Fig. 1: M1 wires
Drawn at 4 px/um. Supply wires on this layer in gray.
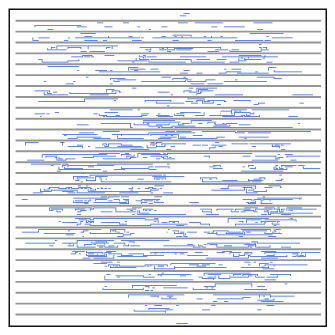
Fig. 2: the metal 2 layer
Drawn at 4 px/um.
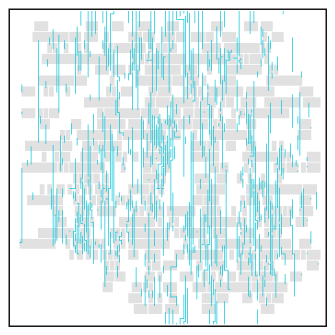
Fig. 3: signal wires on met3
Drawn at 4 px/um.
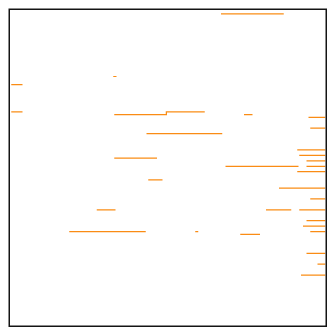
Fig. 4: ports around the boundary
Drawn at 4 px/um. Pins as bars across the die edge, other pins in gray.
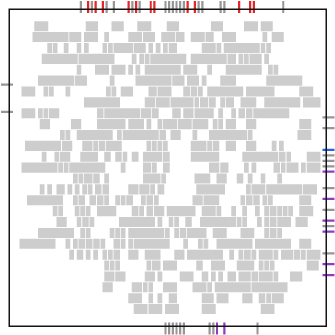
File: config.mk
export PLATFORM = sky130hd
export DESIGN_NAME = fifo_reader
export DESIGN_NICKNAME = d
export VERILOG_FILES = /design/src/rtl/fifo_pkg.sv /design/src/rtl/fifo_out_stage.sv /design/src/rtl/fifo_reader.sv
export SDC_FILE = /design/constraint.sdc
export NUM_CORES = 1
export LEC_CHECK = 0
export ABC_AREA = 1
export CAP_MARGIN = 20
export CORE_UTILIZATION = 35
export CTS_BUF_LIST = sky130_fd_sc_hd__clkbuf_8
export DETAILED_ROUTE_END_ITERATION = 7
export SLEW_MARGIN = 5
export SYNTH_ARGS = -nofsm -noshare
export SYNTH_HDL_FRONTEND = slang
export SYNTH_HIERARCHICAL = 1
export SYNTH_SLANG_ARGS = --single-unit
File: constraint.sdc
create_clock -name clk_i -period 1.55 [get_ports clk_i]
set_input_delay 0.31 -clock clk_i [delete_from_list [all_inputs] [get_ports clk_i]]
set_output_delay 0.31 -clock clk_i [all_outputs]
set_load 0.02 [all_outputs]
File: src/rtl/fifo_pkg.sv
// Shared definitions for the sample-RAM FIFO: readout FSM states and the
// default data/address widths used by the RAM, the write side and the reader.
package fifo_pkg;

  localparam int DEFAULT_DATA_SIZE = 12;
  localparam int DEFAULT_ADDR_SIZE = 8;

  typedef enum logic [0:0] {
    IDLE   = 1'b0,
    STREAM = 1'b1
  } state_e;

endpackage

File: src/rtl/fifo_out_stage.sv
// Valid/ready output register for the FIFO reader. Loads a sample when the
// controller asks, holds it stable while the consumer stalls, and drops valid
// after an accept that is not immediately followed by a new load.
module fifo_out_stage import fifo_pkg::*; #(
  parameter int DATA_SIZE = DEFAULT_DATA_SIZE
) (
  input  logic                 clk,
  input  logic                 rst,
  input  logic                 load_en,
  input  logic                 clear,
  input  logic [DATA_SIZE-1:0] ld_data,
  input  logic                 ld_last,
  input  logic                 m_ready,
  output logic [DATA_SIZE-1:0] m_data,
  output logic                 m_valid,
  output logic                 m_last
);

  // Output register: clear beats load, load beats the plain accept-drain.
  always_ff @(posedge clk or posedge rst) begin
    if (rst) begin
      m_data  <= '0;
      m_valid <= 1'b0;
      m_last  <= 1'b0;
    end else if (clear) begin
      m_valid <= 1'b0;
      m_last  <= 1'b0;
    end else if (load_en) begin
      m_data  <= ld_data;
      m_valid <= 1'b1;
      m_last  <= ld_last;
    end else if (m_valid && m_ready) begin
      m_valid <= 1'b0;
      m_last  <= 1'b0;
    end else begin
      m_valid <= m_valid;
      m_last  <= m_last;
    end
  end

endmodule

File: src/rtl/fifo_reader.sv
// Read-side controller for the oscilloscope sample RAM. Walks the RAM's
// asynchronous read port from a start address for a given sample count and
// streams the samples through a registered valid/ready port with a last flag.
// Optional feature macro: FIFO_READER_DECIM_EN adds decim_i (address stride
// minus one, sampled with start_i).
module fifo_reader import fifo_pkg::*; #(
  parameter int DATA_SIZE = DEFAULT_DATA_SIZE,
  parameter int ADDR_SIZE = DEFAULT_ADDR_SIZE
) (
  input  logic                 clk_i,
  input  logic                 rst_i,
  input  logic                 start_i,
  input  logic [ADDR_SIZE-1:0] start_addr_i,
  input  logic [ADDR_SIZE:0]   length_i,
  input  logic                 abort_i,
  output logic [ADDR_SIZE-1:0] r_addr_o,
  input  logic [DATA_SIZE-1:0] r_data_i,
  output logic [DATA_SIZE-1:0] m_data_o,
  output logic                 m_valid_o,
  input  logic                 m_ready_i,
  output logic                 m_last_o,
  output logic                 busy_o,
  output logic                 done_o
`ifdef FIFO_READER_DECIM_EN
  ,
  input  logic [3:0]           decim_i
`endif
);

  localparam logic [ADDR_SIZE-1:0] ADDR_ONE = {{(ADDR_SIZE-1){1'b0}}, 1'b1};
  localparam logic [ADDR_SIZE:0]   LEN_ZERO = {(ADDR_SIZE+1){1'b0}};
  localparam logic [ADDR_SIZE:0]   LEN_ONE  = {{ADDR_SIZE{1'b0}}, 1'b1};

  state_e               state_r;
  logic [ADDR_SIZE-1:0] addr_r;
  logic [ADDR_SIZE:0]   remaining_r;
  logic                 busy_r;
  logic                 done_r;
  logic [ADDR_SIZE-1:0] stride_s;
  logic                 load_s;
  logic                 clear_s;
  logic                 last_s;
  logic                 accept_last_s;

`ifdef FIFO_READER_DECIM_EN
  logic [3:0]           decim_r;
  assign stride_s = ADDR_SIZE'(decim_r) + ADDR_ONE;
`else
  assign stride_s = ADDR_ONE;
`endif

  // Abort drops the output register at once; a load never coincides with it.
  assign clear_s       = (state_r == STREAM) && abort_i;
  assign load_s        = (state_r == STREAM) && !abort_i &&
                         (remaining_r != LEN_ZERO) && (!m_valid_o || m_ready_i);
  assign last_s        = (remaining_r == LEN_ONE);
  assign accept_last_s = m_valid_o && m_ready_i && m_last_o;

  assign r_addr_o = addr_r;
  assign busy_o   = busy_r;
  assign done_o   = done_r;

  // Readout FSM with address/count registers and registered busy/done.
  always_ff @(posedge clk_i or posedge rst_i) begin
    if (rst_i) begin
      state_r     <= IDLE;
      addr_r      <= '0;
      remaining_r <= LEN_ZERO;
      busy_r      <= 1'b0;
      done_r      <= 1'b0;
`ifdef FIFO_READER_DECIM_EN
      decim_r     <= 4'd0;
`endif
    end else begin
      case (state_r)
        IDLE: begin
          done_r <= 1'b0;
          if (start_i && (length_i != LEN_ZERO) && !abort_i) begin
            state_r     <= STREAM;
            addr_r      <= start_addr_i;
            remaining_r <= length_i;
            busy_r      <= 1'b1;
`ifdef FIFO_READER_DECIM_EN
            decim_r     <= decim_i;
`endif
          end
        end
        STREAM: begin
          done_r <= 1'b0;
          if (abort_i) begin
            state_r     <= IDLE;
            remaining_r <= LEN_ZERO;
            busy_r      <= 1'b0;
          end else if (accept_last_s) begin
            state_r <= IDLE;
            busy_r  <= 1'b0;
            done_r  <= 1'b1;
          end else if (load_s) begin
            addr_r      <= addr_r + stride_s;
            remaining_r <= remaining_r - LEN_ONE;
          end
        end
        default: begin
          state_r     <= IDLE;
          remaining_r <= LEN_ZERO;
          busy_r      <= 1'b0;
          done_r      <= 1'b0;
        end
      endcase
    end
  end

  fifo_out_stage #(
    .DATA_SIZE (DATA_SIZE)
  ) u_out_stage (
    .clk     (clk_i),
    .rst     (rst_i),
    .load_en (load_s),
    .clear   (clear_s),
    .ld_data (r_data_i),
    .ld_last (last_s),
    .m_ready (m_ready_i),
    .m_data  (m_data_o),
    .m_valid (m_valid_o),
    .m_last  (m_last_o)
  );

endmodule
==> impl_metrics.env <==
# implementation run metrics
export IMPL_worst_ir_drop_vdd_mv=0.6178
export IMPL_xor_area_share_pct=1.271
export IMPL_worstPathMaxFanout=7
export IMPL_p_total_mw=3.826
export IMPL_worst_slew_pin_slew_ns=0.2759
export IMPL_n_fill_cell=556
export IMPL_wl_met1_um=2609
export IMPL_largest_register_ffs=12
export IMPL_seq_share_pct=27.07
export IMPL_cts_setup_buffers=0
export IMPL_finalHoldViolCount=0
export IMPL_critical_path_class="flop to flop"
export IMPL_syn_inst=290
export IMPL_post_place_ws_ns=-0.2755
export IMPL_postLayoutCoreUtil_pct=56.14
export IMPL_r2r_setup_slack_ns=0.02
export IMPL_top_area_cell="dfrtp_1"
export IMPL_avgSynthCellArea_sq_um=7.128
export IMPL_comb_area_sq_um=1160
export IMPL_nNetsFinal=421
export IMPL_die_area_sq_um=6217
export IMPL_drt_iter0_drc=68
export IMPL_cts_root_buf="clkbuf_8"
export IMPL_ys_types=23
export IMPL_initCoreUtil_pct=36.86
export IMPL_num_nonclk_inverters=29
export IMPL_ys_seq_share_pct=41.16
export IMPL_whs_ns=0.3253
export IMPL_power_density_nw_per_um2=1215
export IMPL_grt_use_met2_pct=29.65
export IMPL_post_cts_resized=23
export IMPL_adder_share_pct=2.421
export IMPL_setup_worst_path_end_class="flop"
export IMPL_r2r_end="r_addr_o[3]"
export IMPL_maxCapViolCount=0
export IMPL_topCellsByArea="dfrtp_1 41%, nand2_1 22%, nand3_1 8.7%"
export IMPL_synth_flops=34
export IMPL_period_needed_ns=1.528
export IMPL_drc=0
export IMPL_diodes=0
export IMPL_syn_nets=328
export IMPL_yosysChipArea_sq_um=2067
export IMPL_comb_power_mw=1.83
export IMPL_final_cell_mix="117 x nand2_1, 33 x dfrtp_1, 33 x clkdlybuf4s50_1"
export IMPL_simple_gate_share_pct=42.62
export IMPL_globalRoute_busiestLayer="met2"
export IMPL_slowest_delay_ns=0.39
export IMPL_fin_ws_ns=0.02177
export IMPL_clock_skew_ns=0.006230
export IMPL_p_comb_share_pct=47.7
export IMPL_path_clk_slew_ns=0.07
export IMPL_top_layer="met4"
export IMPL_place_congestion=0.8157
export IMPL_final_antenna_net_count=0
export IMPL_layout_top_cell="nand2_1"
export IMPL_synth_area_sq_um=2067
export IMPL_clock_buffer_count=5
export IMPL_required_ns=1.74
export IMPL_crit_path_start="remaining_r[1]"
export IMPL_clk_share_pct=2.504
export IMPL_drt_pass1_iter_count=4
export IMPL_yosys_area_share_aoi_pct=5.145
export IMPL_status="finished, final reports clean"
export IMPL_async_flop_share_pct=100.0
export IMPL_edf_count=0
export IMPL_wl_per_cell_um=12.09
Back to the opening pictures, Fig. 1:
share of all routed wire: 47%
nets with wire on the layer: 381
wire length on this layer: 2610 um
longest straight run: 29.4 um
GR Layer Usage met1: 25.65%
final WL: 5499 um
via count: 2095

Back to the opening pictures, Fig. 2:
share of all routed wire: 47%
longest straight run: 35.7 um

Back to the opening pictures, Fig. 3:
longest straight run: 18.9 um
wire length on this layer: 211 um

Back to the opening pictures, Fig. 4:
| color | port | pins | direction | edge |
|---|---|---|---|---|
| purple | r_addr_o | 8 | output | 6 right, 2 bottom |
| blue | abort_i | 1 | input | right |
| red | m_data_o | 12 | output | top |
all pins by edge: 29 top, 16 right, 11 bottom, 2 left
Die H: 78.85 um
Die X: 78.85 um
port bufs: 57

